File: config.mk
export PLATFORM = sky130hd
export DESIGN_NAME = input_port_unit
export DESIGN_NICKNAME = d
export VERILOG_FILES = /design/src/rtl/input_port_unit.sv
export SDC_FILE = /design/constraint.sdc
export NUM_CORES = 1
export LEC_CHECK = 0
export CORE_MARGIN = 1.5
export CORE_UTILIZATION = 58
export CTS_CLUSTER_SIZE = 8
export DETAILED_ROUTE_END_ITERATION = 6
export PLACE_DENSITY = 0.9
export SYNTH_ARGS = -nofsm -noshare
export SYNTH_HDL_FRONTEND = slang
export SYNTH_SLANG_ARGS = --single-unit
File: constraint.sdc
create_clock -name clk -period 8.8 [get_ports clk]
set_clock_uncertainty 0.2 [all_clocks]
set_input_delay 1.76 -clock clk [delete_from_list [all_inputs] [get_ports clk]]
set_output_delay 1.76 -clock clk [all_outputs]
set_load 0.02 [all_outputs]
File: src/rtl/input_port_unit.sv
`default_nettype none
// +-------------------------------------------------------------------------+
// | input_port_unit : router input port (flit FIFO, XY route, allocator req) |
// | Revision 1.0                                                            |
// +-------------------------------------------------------------------------+

package noc_params;
   localparam int PORT_NUM = 5;
   typedef enum logic [2:0] {
      LOCAL = 3'd0,
      NORTH = 3'd1,
      EAST  = 3'd2,
      SOUTH = 3'd3,
      WEST  = 3'd4
   } port_t;
endpackage

module input_port_unit
   import noc_params::*;
#(
   parameter int FLIT_W       = 16,
   parameter int BUFFER_DEPTH = 4,
   parameter int COORD_W      = 2,
   parameter int X_CUR        = 1,
   parameter int Y_CUR        = 1
) (
   input  logic                clk,
   input  logic                rst,
   input  logic [FLIT_W-1:0]   data_i,
   input  logic                valid_i,
   output logic                credit_o,
   input  logic [PORT_NUM-1:0] credit_avail_i,
   output logic                request_o,
   output port_t               out_port_o,
   input  logic                grant_i,
   output logic [FLIT_W-1:0]   data_o,
   output logic                valid_o,
   output logic                error_o
);

   localparam int PTR_W = $clog2(BUFFER_DEPTH);
   localparam int CNT_W = PTR_W + 1;
   localparam logic [CNT_W-1:0]   C_DEPTH    = CNT_W'(BUFFER_DEPTH);
   localparam logic [COORD_W-1:0] C_X_CUR    = COORD_W'(X_CUR);
   localparam logic [COORD_W-1:0] C_Y_CUR    = COORD_W'(Y_CUR);
   localparam logic [1:0]         C_HEAD     = 2'b00;
   localparam logic [1:0]         C_HEADTAIL = 2'b11;

   typedef enum logic [0:0] {
      IDLE   = 1'b0,
      ACTIVE = 1'b1
   } state_t;

   logic [FLIT_W-1:0] mem_q [BUFFER_DEPTH];
   logic [PTR_W-1:0]  rd_ptr_q, rd_ptr_d, wr_ptr_q, wr_ptr_d;
   logic [CNT_W-1:0]  count_q, count_d;
   state_t            state_q, state_d;
   port_t             out_port_q, out_port_d;
   logic [FLIT_W-1:0] data_q, data_d;
   logic              valid_q, valid_d;
   logic              credit_q, credit_d;
   logic              error_q, error_d;

   logic [FLIT_W-1:0]  head_flit;
   logic [1:0]         head_type;
   logic [COORD_W-1:0] dest_x, dest_y;
   logic               fifo_empty, fifo_full;
   logic               req, pop, push;
   logic [7:0]         credit_ext;
   port_t              route;

   assign head_flit  = mem_q[rd_ptr_q];
   assign head_type  = head_flit[FLIT_W-1 -: 2];
   assign dest_x     = head_flit[2*COORD_W-1:COORD_W];
   assign dest_y     = head_flit[COORD_W-1:0];
   assign fifo_empty = (count_q == '0);
   assign fifo_full  = (count_q == C_DEPTH);
   assign credit_ext = 8'(credit_avail_i);
   assign req        = (state_q == ACTIVE) && !fifo_empty && credit_ext[out_port_q];

   // Dimension-ordered routing: resolve X fully before Y.
   always_comb begin
      route = LOCAL;
      if (dest_x > C_X_CUR)      route = EAST;
      else if (dest_x < C_X_CUR) route = WEST;
      else if (dest_y > C_Y_CUR) route = SOUTH;
      else if (dest_y < C_Y_CUR) route = NORTH;
   end

   always_comb begin
      state_d    = state_q;
      out_port_d = out_port_q;
      data_d     = data_q;
      valid_d    = 1'b0;
      credit_d   = 1'b0;
      error_d    = error_q;
      pop        = 1'b0;
      case (state_q)
         IDLE: begin
            if (!fifo_empty) begin
               if (head_type == C_HEAD || head_type == C_HEADTAIL) begin
                  out_port_d = route;
                  state_d    = ACTIVE;
               end else begin
                  // Stray body/tail: drop it but still hand the slot back upstream.
                  pop      = 1'b1;
                  credit_d = 1'b1;
                  error_d  = 1'b1;
               end
            end
         end
         ACTIVE: begin
            if (req && grant_i) begin
               pop      = 1'b1;
               data_d   = head_flit;
               valid_d  = 1'b1;
               credit_d = 1'b1;
               if (head_type[1]) state_d = IDLE;
            end
         end
         default: state_d = IDLE;
      endcase

      push = valid_i && (!fifo_full || pop);
      if (valid_i && fifo_full && !pop) error_d = 1'b1;
   end

   always_comb begin
      rd_ptr_d = pop  ? rd_ptr_q + PTR_W'(1) : rd_ptr_q;
      wr_ptr_d = push ? wr_ptr_q + PTR_W'(1) : wr_ptr_q;
      count_d  = count_q;
      if (push && !pop)      count_d = count_q + CNT_W'(1);
      else if (pop && !push) count_d = count_q - CNT_W'(1);
   end

   always_ff @(posedge clk) begin
      if (push) mem_q[wr_ptr_q] <= data_i;
   end

   always_ff @(posedge clk or negedge rst) begin
      if (!rst) begin
         rd_ptr_q   <= '0;
         wr_ptr_q   <= '0;
         count_q    <= '0;
         state_q    <= IDLE;
         out_port_q <= LOCAL;
         data_q     <= '0;
         valid_q    <= 1'b0;
         credit_q   <= 1'b0;
         error_q    <= 1'b0;
      end else begin
         rd_ptr_q   <= rd_ptr_d;
         wr_ptr_q   <= wr_ptr_d;
         count_q    <= count_d;
         state_q    <= state_d;
         out_port_q <= out_port_d;
         data_q     <= data_d;
         valid_q    <= valid_d;
         credit_q   <= credit_d;
         error_q    <= error_d;
      end
   end

   assign request_o  = req;
   assign out_port_o = out_port_q;
   assign data_o     = data_q;
   assign valid_o    = valid_q;
   assign credit_o   = credit_q;
   assign error_o    = error_q;

endmodule

`default_nettype wire
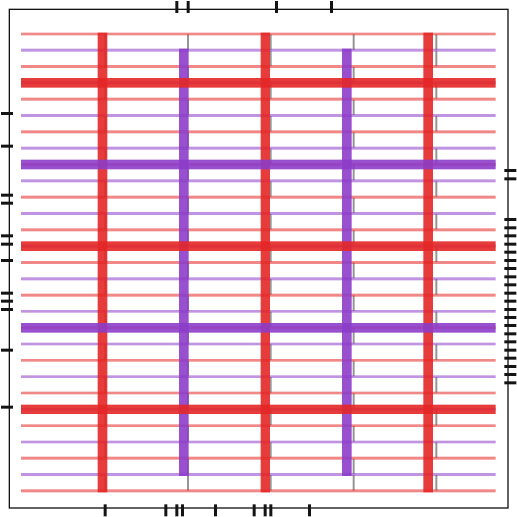
**Above:** run 1 (supply network).
Scale: 6 px per µm. Pins as bars on the die edge. Tap cells in grey.
VSS -> red
VDD -> purple
tap cells = 75
met5 straps = 5
rows = 28
signal pins = 48
CORE AREA: 6030 µm²
die width: 82.9 µm

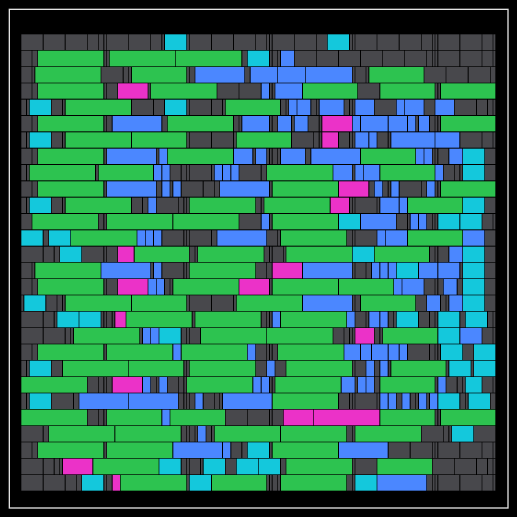
**Above:** run 1 (placed cells, one colour a class).
Scale: 6 px per µm. Fill, decap, tap and diode cells in grey.
combinational and other logic -> blue  # cells 123
sequential cells -> green  # cells 94
clock drivers and dummy loads -> magenta  # cells 16
remaining buffers and delay cells -> cyan  # cells 48
final core utilization: 0.735
sequential share of cell area: 0.603
Rows: 28

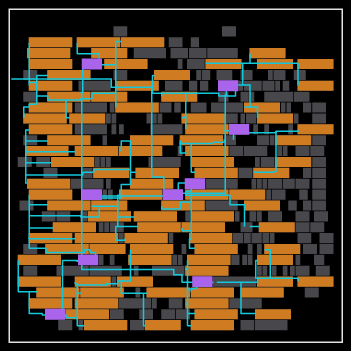
**Above:** run 1 (routed clock nets over the placement).
Scale: 4 px per µm.
clock drivers -> purple  # count 9
flip-flops -> orange  # count 94
clock wires -> cyan  # length 910 µm
routed clock nets = 10

==> changes_impl.md, run 1 <==
## Flow update

- Status: finished clean
- Dpl cell area: 4240 µm²
- Gr usage total: 0.197
- Instance count on the critical path: 4
- Clock buffer count from CTS: 9
- GRT overflow: 0
- Required time of the critical path: around 6.8 ns
- Flop Count: ~94
- Max Fclk: between 0.15 and 0.2 GHz
- Synth Flop Type: edfxtp_1
- R2R depth: 5
- Part of the power in registers: 0.466
- N_taps: between 70 and 80
- Synthesized area: around 3700 µm²
- Most numerous cell in the Yosys netlist: edfxtp_1
- Gpl congestion: 0.758
- Log Warnings: 29
- Final std cells w/o fill: around 360
- Final Hold Violating Endpoints: 0
- Vias in the first global route: around 2k
- Switching power: roughly 520 µW
- Synth Area in Compound Gates: 0.0243
- WHS Endpoint: data_o[6]
- Signal buf overhead: 0.108
- Critical path class: primary input to primary output
- Final WS setup: about 3.4 ns
- Synth Area in Adders: 0.0223
- Max Used Layer: met4
- Flops after synth: roughly 94
- Simple share: 0.0866
- Vias: roughly 2k
- Cell Count Post-Placement: between 300 and 400
- CP Max Fanout: 2
- Reg-to-Reg Start: rd_ptr_q[0]
- Max FFs per register: around 64
- Hold Buf Count CTS: 0
- Comb area share: 0.218
- Overall Power: approximately 1500 µW
- Period utilization: 0.614
- Initial antenna violation count: 0
- CP Cell Sequence: clkdlybuf4s50_1 > nor4bb_1 > o211a_1 > clkdlybuf4s50_1
- Clock tree buffer depth: 2
**Run 1: track usage over the die**

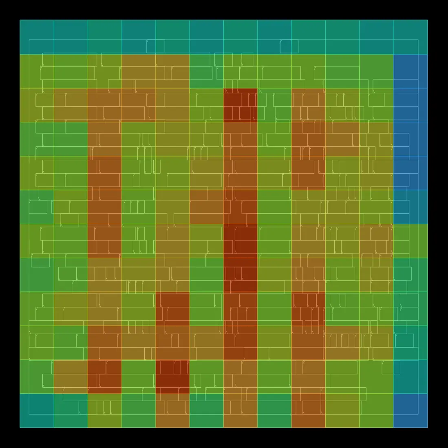

==> run 2, diff against run 1 <==
--- a/config.mk
+++ b/config.mk
@@ -6,10 +6,10 @@
 export NUM_CORES = 1
 export LEC_CHECK = 0
 export CORE_MARGIN = 1.5
-export CORE_UTILIZATION = 58
+export CORE_UTILIZATION = 49
 export CTS_CLUSTER_SIZE = 8
 export DETAILED_ROUTE_END_ITERATION = 6
-export PLACE_DENSITY = 0.9
+export PLACE_DENSITY = 0.82
 export SYNTH_ARGS = -nofsm -noshare
 export SYNTH_HDL_FRONTEND = slang
 export SYNTH_SLANG_ARGS = --single-unit
==> constraint.sdc (replaced) <==
create_clock -name clk -period 4.75 [get_ports clk]
set_clock_uncertainty 0.2 [all_clocks]
set_input_delay 0.95 -clock clk [delete_from_list [all_inputs] [get_ports clk]]
set_output_delay 0.95 -clock clk [all_outputs]
set_load 0.02 [all_outputs]
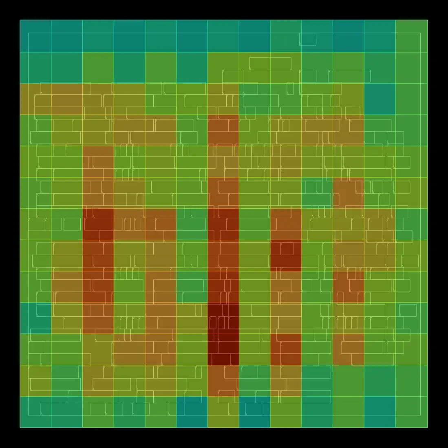
**Above:** run 2 (track usage over the die).
GRT met2 Usage: 0.283
final core utilization: 0.611

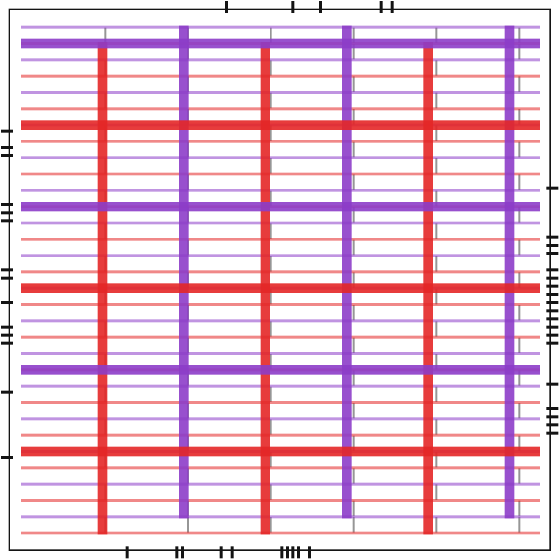
**Above:** run 2 (supply network).
Scale: 6 px per µm. Pins as bars on the die edge. Tap cells in grey.
VDD -> purple
VSS -> red
met5 straps = 6
met1 rails = 32
rows = 31
signal pins = 48
met4 straps = 6
CORE AREA: 7290 µm²
die width: 89.9 µm
VDD IR max: 0.000295 V

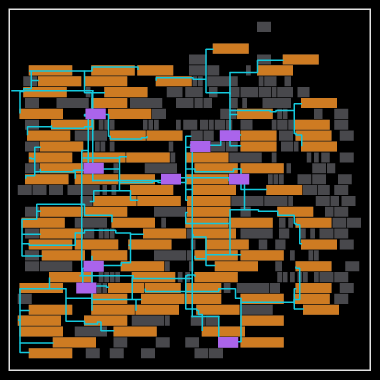
**Above:** run 2 (routed clock nets over the placement).
Scale: 4 px per µm.
clock group share of total power: 0.169
clk ins delay skew pair: 0.36 ns
P_clk: 468 µW

==> changes_impl.md, run 2 <==
## Flow update

- Status: finished clean
- Comb area share: 0.217 (-0.00110)
- Simple share: 0.0866 (unchanged)
- Rows: 31 (+11%)
- Critical path's slowest cell: o21ai_2
- Routed met2 length: 3170 µm
- Dpl cell area: 4280 µm² (+1.1%)
- Vias in the first global route: 2027 (-0.49%)
- Cell Count Post-Placement: 366 (+7.6%)
- Main power group: registers
- Clock tree buffer depth: 2 (unchanged)
- GRT overflow: 0 (unchanged)
- Vias: 1951 (-2.4%)
- Clock buffer count from CTS: 9 (unchanged)
- Max Used Layer: met4
- Final WS setup: 0.856 ns (-2.54 ns)
- Final std cells w/o fill: 382 (+7.3%)
- Switching power: 957 µW (+84%)
- Final Hold Violating Endpoints: 0 (unchanged)
- Largest class: flip-flops and latches
- Synth Area in Compound Gates: 0.0243 (unchanged)
- Sequential share of cell area: 0.600 (-0.00305)
- Hold Buf Count CTS: 0 (unchanged)
- Critical path class: primary input to flop
- Hold Startpoint: data_o[15]
- Cell Type Count: 35
- Cells after synthesis: 224
- Overall Power: 2770 µW (+82%)
- WHS Endpoint: data_o[15]
- Reg-to-Reg Start: out_port_o[0]
- Setup TNS: 0 ns
- Signal buf overhead: 0.111 (+0.00283)
- CP Cell Sequence: clkdlybuf4s50_1 > mux2i_1 > o22ai_1 > o21ai_2 > inv_1 > o31ai_4 > inv_1 > ha_1 > inv_1 > fa_1 > mux2_2
- Required time of the critical path: 4.80 ns (-2.04 ns)
- Most numerous cell in the Yosys netlist: edfxtp_1
- Gr usage total: 0.168 (-0.0291)
- Synth Area in Adders: 0.0223 (unchanged)
- Part of the power in registers: 0.464 (-0.002)
- R2R depth: 10 (+5)
- Clock buf/inv share: 0.0388
- Synth Net Count: roughly 260
- Synth Flop Type: edfxtp_1
- CP Max Fanout: 17 (+15)
- Period utilization: 0.820
- Flops after synth: 94 (unchanged)
- Max Fclk: 0.257 GHz
- Max FFs per register: 64 (unchanged)
- Initial antenna violation count: 0 (unchanged)
- Instance count on the critical path: 11 (+7)
- Flop Count: 94 (unchanged)
**Run 2: wiring by layer**

Scale: 6 px per µm.
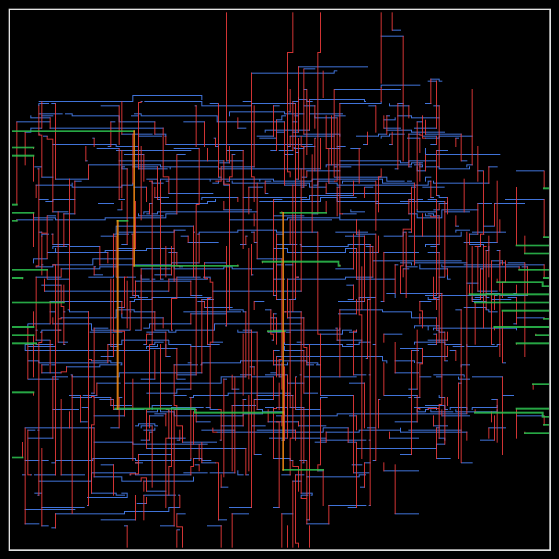

==> run 3, diff against run 2 <==
--- a/config.mk
+++ b/config.mk
@@ -6,10 +6,10 @@
 export NUM_CORES = 1
 export LEC_CHECK = 0
 export CORE_MARGIN = 1.5
-export CORE_UTILIZATION = 49
+export CORE_UTILIZATION = 54
 export CTS_CLUSTER_SIZE = 8
 export DETAILED_ROUTE_END_ITERATION = 6
-export PLACE_DENSITY = 0.82
+export PLACE_DENSITY = 0.85
 export SYNTH_ARGS = -nofsm -noshare
 export SYNTH_HDL_FRONTEND = slang
 export SYNTH_SLANG_ARGS = --single-unit
==> constraint.sdc (replaced) <==
create_clock -name clk -period 3.7 [get_ports clk]
set_clock_uncertainty 0.2 [all_clocks]
set_input_delay 0.74 -clock clk [delete_from_list [all_inputs] [get_ports clk]]
set_output_delay 0.74 -clock clk [all_outputs]
set_load 0.02 [all_outputs]
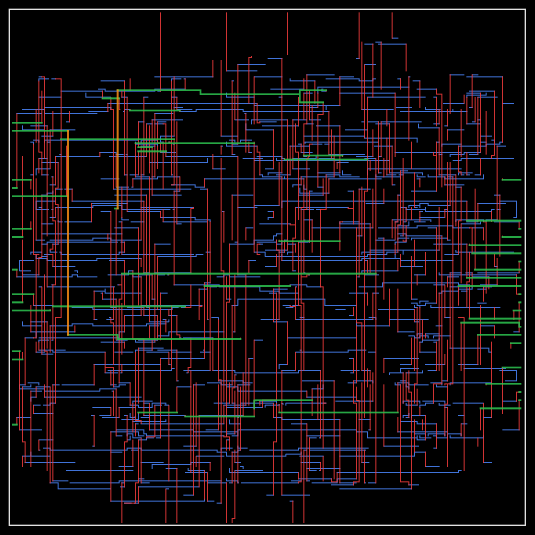
**Above:** run 3 (wiring by layer).
Scale: 6 px per µm.
metal 4 -> orange  # wire length 53.7 µm
metal 1 -> blue  # wire length 2760 µm
metal 2 -> red  # wire length 3510 µm
metal 3 -> green  # wire length 436 µm
Vias: 2032
drt total wl: 6760 µm
WL per Instance: 18.4 µm
gr usage total: 0.204

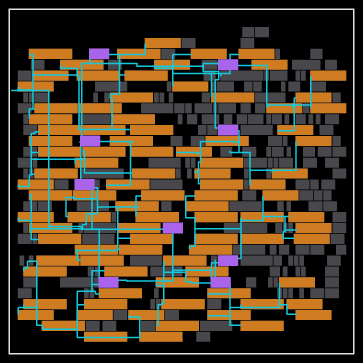
**Above:** run 3 (routed clock nets over the placement).
Scale: 4 px per µm.
clock drivers -> purple  # count 9
flip-flops -> orange  # count 94
clock wires -> cyan  # length 966 µm
flops lie = spread over the die
routed clock nets = 10
P_clk: 787 µW
clk ins delay skew pair: 0.35 ns
clock group share of total power: 0.207

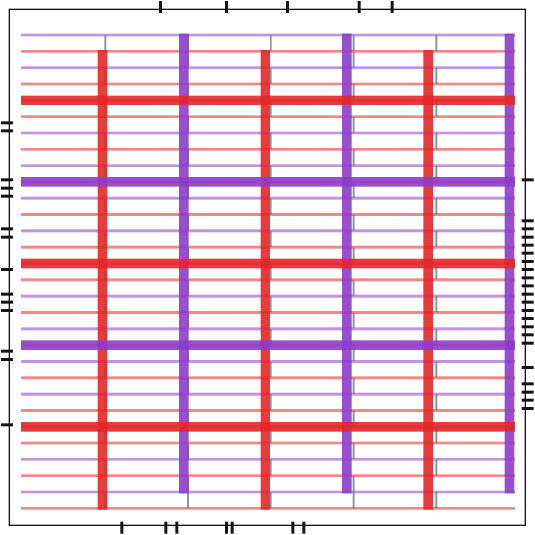
**Above:** run 3 (supply network).
Scale: 6 px per µm. Pins as bars on the die edge. Tap cells in grey.
CORE AREA: 6490 µm²
VDD IR max: 0.000593 V
die width: 85.8 µm

==> changes_impl.md, run 3 <==
## Flow update

- Part of the power in registers: 0.425 (-0.039)
- Initial antenna violation count: 0 (unchanged)
- Cell Type Count: 35 (unchanged)
- Comb area share: 0.212 (-0.00424)
- Required time of the critical path: 2.76 ns (-2.04 ns)
- Flops after synth: 94 (unchanged)
- Final WS setup: 0.318 ns (-0.538 ns)
- Main power group: registers
- Critical path class: primary input to primary output
- Flop Count: 94 (unchanged)
- Synth Area in Compound Gates: 0.0243 (unchanged)
- Vias in the first global route: 2158 (+6.5%)
- Synth Flop Type: edfxtp_1
- Clock buf/inv share: 0.0521 (+0.0133)
- Synth Area in Adders: 0.0223 (unchanged)
- Simple share: 0.0866 (unchanged)
- Largest class: flip-flops and latches
- Cells after synthesis: 224 (unchanged)
- WHS Endpoint: data_o[1]
- Reg-to-Reg Start: rd_ptr_q[0]
- Max Fclk: around 0.3 GHz
- Hold Buf Count CTS: 0 (unchanged)
- Most numerous cell in the Yosys netlist: edfxtp_1
- Max Used Layer: met4
- Status: finished clean
- Dpl cell area: 4310 µm² (+0.58%)
- Signal buf overhead: 0.120 (+0.00940)
- Sequential share of cell area: 0.588 (-0.0117)
- Clock tree buffer depth: 2 (unchanged)
- Switching power: 1240 µW (+29%)
- Setup TNS: 0 ns (unchanged)
- Rows: 29 (-6.5%)
Power and IR drop assume default switching activity.
